===== src/rtl/piso_tx.sv =====
// piso_tx: parallel-in serial-out transmitter.
// Captures a WIDTH-bit word on a load request and shifts it out one bit per
// BIT_CYCLES clock cycles. A one-cycle so_strobe marks each bit as valid, and
// a one-cycle done pulse follows the last bit.
//
// Ports:
//   clk        system clock, rising edge
//   rst        asynchronous, active-high reset
//   load       start request (one-cycle pulse expected); ignored while busy
//   pi         parallel word, sampled only when load is accepted
//   so         serial data out (0 when no frame is shifting)
//   so_strobe  one-cycle pulse in the last cycle of each bit period
//   busy       high while a frame is in progress (SHIFT or DONE)
//   done       one-cycle pulse after the last bit of a frame
module piso_tx #(
  parameter int unsigned WIDTH      = 4,
  parameter int unsigned BIT_CYCLES = 4,
  parameter bit          MSB_FIRST  = 1'b1
) (
  input  logic             clk,
  input  logic             rst,
  input  logic             load,
  input  logic [WIDTH-1:0] pi,
  output logic             so,
  output logic             so_strobe,
  output logic             busy,
  output logic             done
);

  localparam int unsigned CntW  = $clog2(BIT_CYCLES);
  localparam int unsigned BitnW = $clog2(WIDTH) + 1;

  localparam logic [CntW-1:0]  CntLast  = CntW'(BIT_CYCLES - 1);
  localparam logic [BitnW-1:0] BitnLast = BitnW'(WIDTH - 1);

  typedef enum logic [1:0] {
    StIdle,
    StShift,
    StDone
  } state_e;

  state_e             state_q, state_d;
  logic [WIDTH-1:0]   shreg_q, shreg_d;
  logic [CntW-1:0]    cnt_q,   cnt_d;
  logic [BitnW-1:0]   bitn_q,  bitn_d;

  logic head_bit;
  logic bit_end;

  // The bit on the line is always at the head of the shift register; the
  // register moves toward the head after each strobe.
  assign head_bit = MSB_FIRST ? shreg_q[WIDTH-1] : shreg_q[0];
  assign bit_end  = (state_q == StShift) && (cnt_q == CntLast);

  always_comb begin
    state_d = state_q;
    shreg_d = shreg_q;
    cnt_d   = cnt_q;
    bitn_d  = bitn_q;

    unique case (state_q)
      StIdle: begin
        if (load) begin
          shreg_d = pi;
          cnt_d   = '0;
          bitn_d  = '0;
          state_d = StShift;
        end
      end
      StShift: begin
        if (cnt_q == CntLast) begin
          cnt_d   = '0;
          bitn_d  = bitn_q + BitnW'(1);
          shreg_d = MSB_FIRST ? (shreg_q << 1) : (shreg_q >> 1);
          if (bitn_q == BitnLast) begin
            state_d = StDone;
          end
        end else begin
          cnt_d = cnt_q + CntW'(1);
        end
      end
      StDone: begin
        state_d = StIdle;
      end
      default: begin
        state_d = StIdle;
      end
    endcase
  end

  always_ff @(posedge clk or posedge rst) begin
    if (rst) begin
      state_q <= StIdle;
      shreg_q <= '0;
      cnt_q   <= '0;
      bitn_q  <= '0;
    end else begin
      state_q <= state_d;
      shreg_q <= shreg_d;
      cnt_q   <= cnt_d;
      bitn_q  <= bitn_d;
    end
  end

  // Outputs decode from state only, so load/pi never reach them combinationally.
  always_comb begin
    so        = (state_q == StShift) && head_bit;
    so_strobe = bit_end;
    busy      = (state_q != StIdle);
    done      = (state_q == StDone);
  end

endmodule


===== config.mk =====
export PLATFORM = sky130hd
export DESIGN_NAME = piso_tx
export DESIGN_NICKNAME = d
export VERILOG_FILES = /design/src/rtl/piso_tx.sv
export SDC_FILE = /design/constraint.sdc
export NUM_CORES = 1
export LEC_CHECK = 0
export CAP_MARGIN = 15
export CORE_MARGIN = 1
export CORE_UTILIZATION = 35
export CTS_BUF_LIST = sky130_fd_sc_hd__clkbuf_4 sky130_fd_sc_hd__clkbuf_8
export CTS_CLUSTER_DIAMETER = 40
export DETAILED_ROUTE_END_ITERATION = 16
export GPL_ROUTABILITY_DRIVEN = 0
export PLACE_DENSITY = 0.61
export SYNTH_ARGS = -nofsm -noshare
export SYNTH_HDL_FRONTEND = slang
export SYNTH_SLANG_ARGS = --single-unit

===== constraint.sdc =====
create_clock -name clk -period 1.35 [get_ports clk]
set_input_delay 0.3375 -clock clk [delete_from_list [all_inputs] [get_ports clk]]
set_output_delay 0.3375 -clock clk [all_outputs]
set_load 0.05 [all_outputs]

==> impl_metrics.env, run 1 <==
# source this file to load flow results
export IMPL_outcome="complete, but fails checks"
export IMPL_violations="negative setup slack"
export IMPL_setup_ws_ns=-0.217
export IMPL_clock_path_buffers=2
export IMPL_dr_wl_met3_um=45
export IMPL_clock_area_share_pct=2.94
export IMPL_synthSimpleGateAreaFrac_pct=12.4
export IMPL_topCellsByArea="dfrtp_1 49%, mux2_4 7.9%, ha_1 6.6%"
export IMPL_busiest_layer="met2"
export IMPL_clock_skew_final_ns=0.00498
export IMPL_dpl_cell_count=85
export IMPL_final_setup_viol_count=8
export IMPL_buffer_area_share_pct=29.4
export IMPL_wl_met1_um=613
export IMPL_drive_above_1_share_pct=63.7
export IMPL_finalMaxSlewViolations=0
export IMPL_ys_cells=48
export IMPL_synth_xor_area_share_pct=0
export IMPL_warnings=29
export IMPL_critPathMaxFanout=4
export IMPL_p_total_uw=2510
export IMPL_hold_buffers=0
export IMPL_largest_register="shreg_q"
export IMPL_flop_area_um2=277
export IMPL_numClockSinks=11
export IMPL_htree_num_levels=1
export IMPL_fillCellCount=109
export IMPL_logic_family="multiplexers"
export IMPL_n_antenna_cell=0
export IMPL_synthDistinctLibCells=23
export IMPL_yosysTopAreaCell="dfrtp_1"
export IMPL_hp_class="in -> async"
export IMPL_clockBufferCount=4
export IMPL_seq_area_share_pct=27.1
export IMPL_ys_flops=11
export IMPL_path_delay_family="flip-flops"
export IMPL_path_buffers=2
export IMPL_synth_nets=58
export IMPL_period_minus_slack_ns=1.57
run 1: path summary, 6_finish.rpt:
check,startpoint,end,slack [ns],depth (start not counted)
setup / recovery,state_q[1],busy,-0.22,3
hold / removal,rst,shreg_q[1],0.36,2
setup reg to reg,state_q[1],shreg_q[2],-0.13,5
hold reg to reg,bitn_q[0],bitn_q[0],0.52,1
max in group asynchronous,rst,state_q[1],0.67,2
min in group clk,bitn_q[0],bitn_q[0],0.52,1
run 1: repair_timing:
action / CTS / global route
endpoints found under the setup margin: 7 / 9
pin swaps: 0 / 4
setup buffers: 5 / 3
cloned: 0 / 0
resized: 15 / 17
run 1: report_power, final:
group	switching (µW)	internal (µW)	total [µW]
clock network	108	134	243
registers	116	465	581
logic	733	953	1690
total	958	1550	2510
run_1/logic_types.png
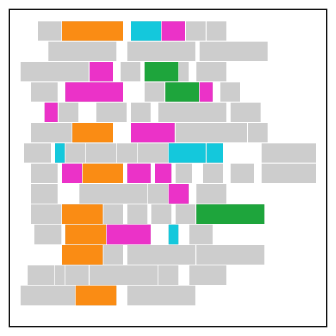
legend:
  NAND gates:
    colour: cyan
    cells: 5
  inverting AOI/OAI gates:
    colour: magenta
    cells: 11
  adder and majority cells:
    colour: green
    cells: 3
  multiplexers:
    colour: orange
    cells: 7
Comb area share: 37.1%
Top cell excl fill/tap: buf_4

run_1/layer_met2.png
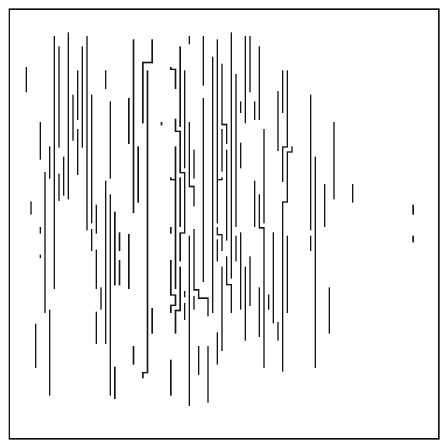
longest straight run: 29.8 µm
share of all routed wire: 53%
wire length on this layer: 770 µm
main direction: vertical
met2 usage: 28.0%
routed wire length: 1460 µm
vias post-DR: 487

run_1/sizes.png
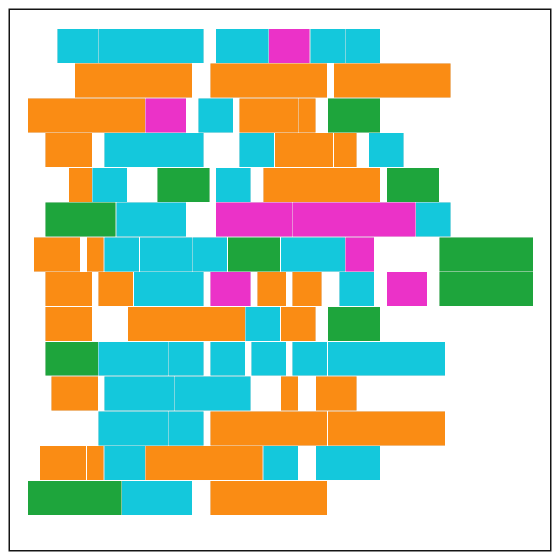
legend:
  _2 cells:
    colour: magenta
    cells: 7
  _3 and _4 cells:
    colour: cyan
    cells: 34
  _6 and larger:
    colour: green
    cells: 10
  _0 and _1 cells:
    colour: orange
    cells: 29

==> run 2: changes to the inputs <==
--- a/config.mk
+++ b/config.mk
@@ -13,6 +13,7 @@
 export DETAILED_ROUTE_END_ITERATION = 16
 export GPL_ROUTABILITY_DRIVEN = 0
 export PLACE_DENSITY = 0.61
+export SLEW_MARGIN = 20
 export SYNTH_ARGS = -nofsm -noshare
 export SYNTH_HDL_FRONTEND = slang
 export SYNTH_SLANG_ARGS = --single-unit
run_2/layer_met2.png
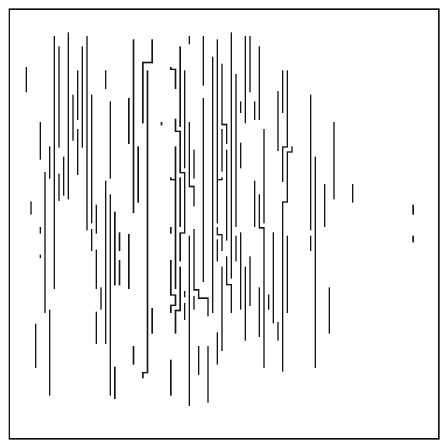

run_2/logic_types.png
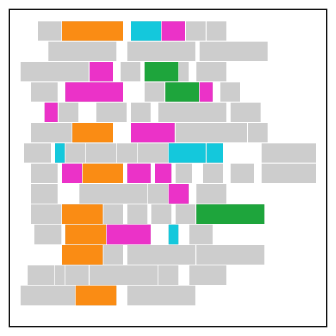
legend:
  NAND gates:
    colour: cyan
    cells: 5
  multiplexers:
    colour: orange
    cells: 7
  adder and majority cells:
    colour: green
    cells: 3
  inverting AOI/OAI gates:
    colour: magenta
    cells: 11
final cell count without fillers: 96

==> run 2 against run 1 <==
Compared with the run above: the run still ends with negative setup slack left; critical path type unchanged; highest routed layer unchanged; via count unchanged; hold slack unchanged; sequential power is essentially flat; utilization is the same; final cell count did not move; cell area stayed put; sequential cell count unchanged; clock skew stayed put; synthesized cell count stayed put; synthesized area did not move.
==> impl_metrics.env, run 2 <==
# source this file to load flow results
export IMPL_seq_area_share_pct=27.1
export IMPL_mostFrequentLayoutCell="buf_4"
export IMPL_r2r_slack_ns=-0.13
export IMPL_n_antenna_cell=0
export IMPL_htree_num_levels=1
export IMPL_synth_xor_area_share_pct=0
export IMPL_path_buffers=2
export IMPL_hp_class="in -> async"
export IMPL_ys_cells=48
export IMPL_synthSimpleGateAreaFrac_pct=12.4
export IMPL_sw_frac_of_total_pct=38.2
export IMPL_violations="negative setup slack"
export IMPL_outcome="complete, but fails checks"
export IMPL_warnings=29
export IMPL_flop_area_um2=277
export IMPL_setup_ws_ns=-0.217
export IMPL_critPathMaxFanout=4
export IMPL_p_sw_uw=958
export IMPL_path_depth=3
export IMPL_cts_resized=15
export IMPL_final_setup_viol_count=8
run_2/sizes.png
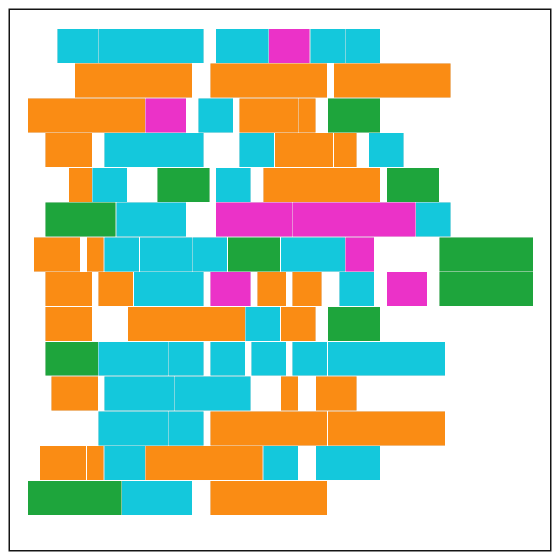
Area Overhead vs Synth: 80.1%
worst setup margin: -0.217 ns

## run 2: cell counts in the layout (fill, tap and decap cells not counted)
No cell type changed its count.
## run 2: kinds of logic after synthesis
kind of cell / after synthesis
AOI/OAI and AO/OA: 12
and+or+nand+nor: 11
DFF: 11
muxes: 7
buffers and inverters: 4
adders and majority gates: 3
## run 2: power groups by stage
stage               sequential, µW  combinational (µW)  clock (µW)
floorplan                      536                 684           0
global placement               540                1130           0
detailed placement             539                1140           0
CTS                            546                1370         248
global route                   593                1790         268
finish                         581                1690         243
## run 2: routing by layer
layer  track usage (%)  wire length [µm]  vias to the layer above
li1                  -                 -                      233
met1              21.2               613                      233
met2              28.0               770                       17
met3              2.59                45                        4
met4              7.50                27                        0
met5                 0                 0                        -
No activity file was given, so power comes from the tool's default toggle rates.
